**Run 1: cell density map**

Drawn at 1 px/um. The die is cut into 21 by 13 equal tiles; dark blue is low, red is high, 0 to 100% covered.
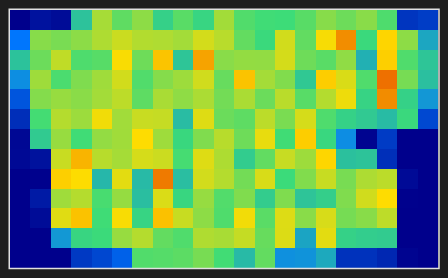
**Run 1: the metal 1 layer**

Drawn at 1.5 px/um. Supply wires on this layer in grey.
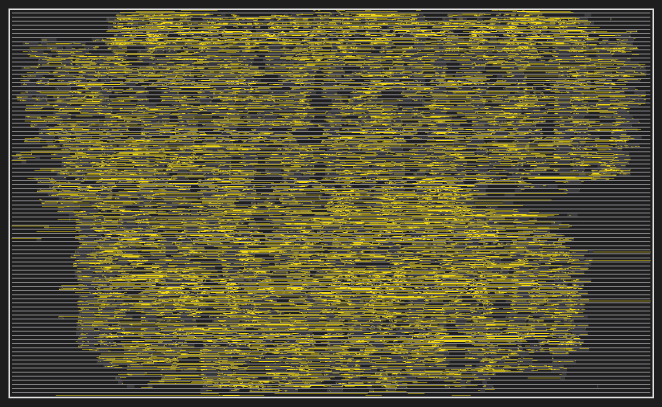
**Run 1: nets reached from selected ports**

Drawn at 1 px/um.
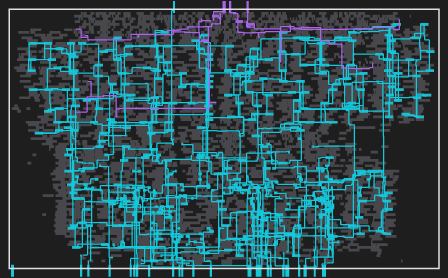
Design dcache_flat, sky130hd; sources not shown.
==> Flow_metrics.wiki, run 1 <==
== Implementation results ==
{| class="wikitable"
! Metric !! Value
|-
| Worst r2r path cells || 10
|-
| CTS clock-pin slew for the worst setup and hold paths || 60 ps
|-
| 1st-iter DRT viols || 3884
|-
| Status || finished, final reports clean
|-
| Total iterations of the first detailed-routing run || 6
|-
| Final count of negative-setup-slack endpoints || 0
|-
| Number of warnings the tools reported || 31
|-
| # Cells Yosys || 2662
|-
| Library cell used as clock root buffer || clkbuf_8
|-
| Final Hold Violation Tally || 0
|-
| Area grow syn2layout || 15.7%
|-
| Via count of the first global-routing pass || 29800
|-
| Largest cell class || sequential cells
|-
| Number of instances on the worst hold path || 2
|-
| Placed Cells incl. Taps || 4226
|-
| Dominant register cell || edfxtp_1
|-
| Synth Register Bits || 1051
|-
| Synthesized instance count || 2662
|-
| Ratio of cells with drive above 1 in the final layout || 30.3%
|-
| Power per cell area || 320 nW/um2
|-
| Fin nets || 3071
|-
| Mean number of vias per cell || 6.46
|-
| LEAKAGE || 0.0184 uW
|-
| Max Slew Vio Count || 0
|-
| Count of sequential standard cells || 1051
|-
| Portion of the post-synthesis area used by sequential elements || 61.8%
|-
| Placed instance area || 53600 um2
|-
| Routed wire length per instance || 32.1 um
|-
| Arrival time reported for the critical path endpoint || 5180 ps
|-
| Max transition margin || 18.2%
|}
## Picture notes: 'cell density map'
The mean over all tiles is 50%. The fullest tile reaches 87%. 5.9% of the tiles are over 75% full. 9.5% of the tiles are nearly empty.
final core utilization: 52.7%
area of the core: 108000 um2
effective utilization at floorplan: 45.6%

## Picture notes: 'the metal 1 layer'
The longest straight run is 109 um. The wires run mostly horizontal. 2966 nets have wire on it. The layer carries 61.2 mm of wire.
total vias in the final route: 29200
total wire length after detailed routing: 145000 um

## Picture notes: 'nets reached from selected ports'
Key: bus_data_addr = cyan [bits 32, direction input, edge 31 bottom, 1 top, end cells 494, wire 15200 um]; bus_mem_be = purple [bits 4, direction output, edge top, end cells 4, wire 1060 um]
count of input and output buffers: 204
Ports: 209

run 1: synthesized netlist by cell type (17+ instances only):
cell type / instances
xnor2_1: 26
buf_2: 24
mux2i_1: 180
and3_1: 24
xor2_1: 23
o21ai_0: 41
nor2_1: 33
nand2_1: 185
nor2b_1: 17
clkbuf_1: 108
edfxtp_1: 928
a311oi_1: 33
mux4_2: 525
buf_1: 46
a21oi_1: 92
dfxtp_1: 123
a22oi_1: 17
nand3_1: 17
run 1: report_power, final:
part	switching (uW)	leakage [uW]	internal, uW
clock network	3080	0.00179	3200
registers	171	0.00969	8890
logic	1710	0.00695	1090
run 1: placed cells by master, fill, tap and decap left out, types with 42 or more instances in the layout:
| cell type | Yosys | layout |
|---|---|---|
| inv_1 | 11 | 67 |
| dfxtp_1 | 123 | 119 |
| buf_12 | 0 | 42 |
| clkdlybuf4s50_1 | 0 | 199 |
| mux4_2 | 525 | 525 |
| nand2_1 | 185 | 184 |
| mux2i_1 | 180 | 180 |
| buf_4 | 16 | 100 |
| a21oi_1 | 92 | 92 |
| edfxtp_1 | 928 | 928 |
| clkbuf_8 | 0 | 179 |
run 1: worst max-delay path: stages, from the launching register on:
cell     delay (ps)
dfxtp_4         380
buf_4           530
mux4_2          580
mux4_2          490
xor2_1          240
nor4_1          460
nand4_1         250
o21ai_0         220
buf_4           250
and3_4          530
buf_4           320
run 1: layer usage:
layer  routed length, um  GRT usage (%)
met3               12700           5.03
met1               61200           38.3
met5                   0              -
met2               67800           40.4
met4                3470           8.73
run 1: cells by family after synthesis:
kind of cell	synth area share (%)
xor gates and xnor gates	0.875
DFF	61.8
and+or+nand+nor	3.48
AOI/OAI and AO/OA	3.46
other	0.00764
buffers and inverters	2.10
muxes	28.2
adders and majority gates	0.102
==> run 2: changes to the inputs <==
--- a/config.mk
+++ b/config.mk
@@ -9,9 +9,8 @@
 export CORE_UTILIZATION = 45
 export CTS_BUF_LIST = sky130_fd_sc_hd__clkbuf_8
 export DETAILED_ROUTE_END_ITERATION = 10
-export GPL_ROUTABILITY_DRIVEN = 0
 export MAX_ROUTING_LAYER = met4
-export PLACE_DENSITY = 0.62
+export PLACE_DENSITY = 0.71
 export SYNTH_ARGS = -nofsm -noshare
 export SYNTH_HDL_FRONTEND = slang
 export SYNTH_SLANG_ARGS = --single-unit
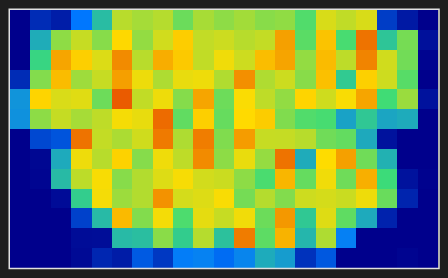
**Above:** run 2 (cell density map).
Drawn at 1 px/um. The die is cut into 21 by 13 equal tiles; dark blue is low, red is high, 0 to 100% covered.
The fullest tile reaches 90%. The mean over all tiles is 49%. 16% of the tiles are over 75% full. The emptiest ninth of the die: bottom left. 15% of the tiles are nearly empty.
final core utilization: 52.3%

==> Flow_metrics.wiki, run 2 <==
== Implementation results ==
{| class="wikitable"
! Metric !! Value
|-
| Status || finished, final reports clean
|-
| Power per cell area || 315 nW/um2 (-1.5%)
|-
| Count of unresolved DRC violations after routing || 0
|-
| YS warnings || 0
|-
| Worst r2r path cells || 11 (+1)
|-
| Total wire length after detailed routing || 141000 um (-2.6%)
|-
| Post-layout period usage of the worst path || 87.0%
|-
| Via count of the first global-routing pass || 29800 (-0.14%)
|-
| Ports || 209 (unchanged)
|-
| Max transition margin || 26.5% (+8.3 points)
|-
| CTS buffer count || 156
|-
| CTS resizes || 0
|-
| Most common logic cells in the final layout || 928 x edfxtp_1, 525 x mux4_2, 199 x clkdlybuf4s50_1
|-
| Final count of negative-setup-slack endpoints || 0 (unchanged)
|-
| Library cell used as clock root buffer || clkbuf_8
|-
| # Cells Yosys || 2662 (unchanged)
|-
| Arrival time reported for the critical path endpoint || 5240 ps (+60 ps)
|-
| Number of synthesized flops with an enable pin || 928
|-
| Total iterations of the first detailed-routing run || 6 (unchanged)
|-
| Count of input and output buffers || 204 (unchanged)
|-
| Crit path launch type || flip-flop
|-
| Fin nets || 3060 (-0.36%)
|-
| Ratio of cells with drive above 1 in the final layout || 29.8% (-0.50 points)
|-
| Number of instances on the worst hold path || 2 (unchanged)
|-
| Total Routing Usage GR || 26.5%
|-
| Total vias in the final route || 29700 (+1.6%)
|-
| Clk Latency, worst-skew pair || 870 ps
|-
| Number of warnings the tools reported || 32 (+3.2%)
|-
| Final Hold Violation Tally || 0 (unchanged)
|-
| Area grow syn2layout || 14.8%
|-
| Max Slew Vio Count || 0 (unchanged)
|-
| Area taken by flip-flops and latches || 30300 um2
|-
| Area of the core || 108000 um2 (unchanged)
|-
| Portion of the post-synthesis area used by sequential elements || 61.8% (unchanged)
|-
| Effective utilization at floorplan || 45.6% (unchanged)
|-
| Top cell types by occurrence after synthesis || 928 x edfxtp_1, 525 x mux4_2, 185 x nand2_1
|-
| LEAKAGE || 0.0182 uW (-1.1%)
|-
| CTS clock-pin slew for the worst setup and hold paths || 60 ps (about the same)
|-
| Most frequent cell after synthesis || edfxtp_1
|-
| Synthesized instance count || 2662 (unchanged)
|-
| Final-layout fill cell count || 8349
|-
| Most area-consuming cells after synthesis || edfxtp_1 57%, mux4_2 24%, dfxtp_1 5.0%
|-
| Mean number of vias per cell || 6.59 (+2.1%)
|-
| Critical path class || flip-flop to flip-flop
|-
| Most common cell after layout, fill and taps aside || edfxtp_1
|-
| 1st-iter DRT viols || 4032 (+3.8%)
|-
| Synth Register Bits || 1051 (unchanged)
|-
| Routed wire length per instance || 31.4 um (-2.2%)
|-
| Dominant register cell || edfxtp_1
|}
-- run 2: metal layers --
| metal | GRT usage [%] | up-vias | share of wire [%] |
|---|---|---|---|
| li1 | - | 11800 | - |
| met2 | 38.5 | 1956 | 46 |
| met5 | - | - | 0 |
| met4 | 8.81 | 0 | 2.9 |
| met1 | 37.1 | 15700 | 40 |
| met3 | 5.82 | 269 | 11 |
-- run 2: cell families after synthesis --
kind of cell	share of synthesized area [%]
other	0.00764
adder cells (fa/ha/maj)	0.102
XOR/XNOR	0.875
flip-flops	61.8
AND/OR/NAND/NOR	3.48
AND-OR/OR-AND	3.46
buffers and inverters	2.10
multiplexers	28.2
-- run 2: cell type report --
cell class              count  share of cell area, %
flip-flops and latches   1051                   53.9
multi-input cells        1390                   31.6
repair buffers            337                   6.11
clock buffers             173                   4.23
well taps                1425                   3.17
clock inverters           110                  0.871
inverters                  14                 0.0933
diodes                      6                 0.0267
-- run 2: metrics by stage --
stage	setup slack (ps)	util (%)	area, um2	std cells	hold WS [ps]
floorplan	0.793	-	49100	2663	298
global placement	519	49.6	53400	4217	313
detailed placement	495	49.6	53400	4217	322
CTS	734	52.3	56300	4500	317
global route	552	52.3	56300	4505	357
finish	728	52.3	56300	4506	335
-- run 2: where the power goes --
part / leakage [uW] / internal [uW] / switching, uW / total [uW]
sequential: 0.00969 / 8890 / 181 / 9070
clock: 0.00167 / 2880 / 3020 / 5900
combinational: 0.00686 / 1080 / 1680 / 2770
-- run 2: worst max-delay path, cell delays in order, from the launching register on --
cell and delay [ps]:
dfxtp_4 530, buf_4 380, mux4_2 550, mux4_2 500, xnor2_1 290, nand4_1 330, nor2_1 210, nand4_1 160
o21ai_0 230, buf_4 230, and3_4 570, buf_12 360
Power is estimated from default activity; no workload was simulated.
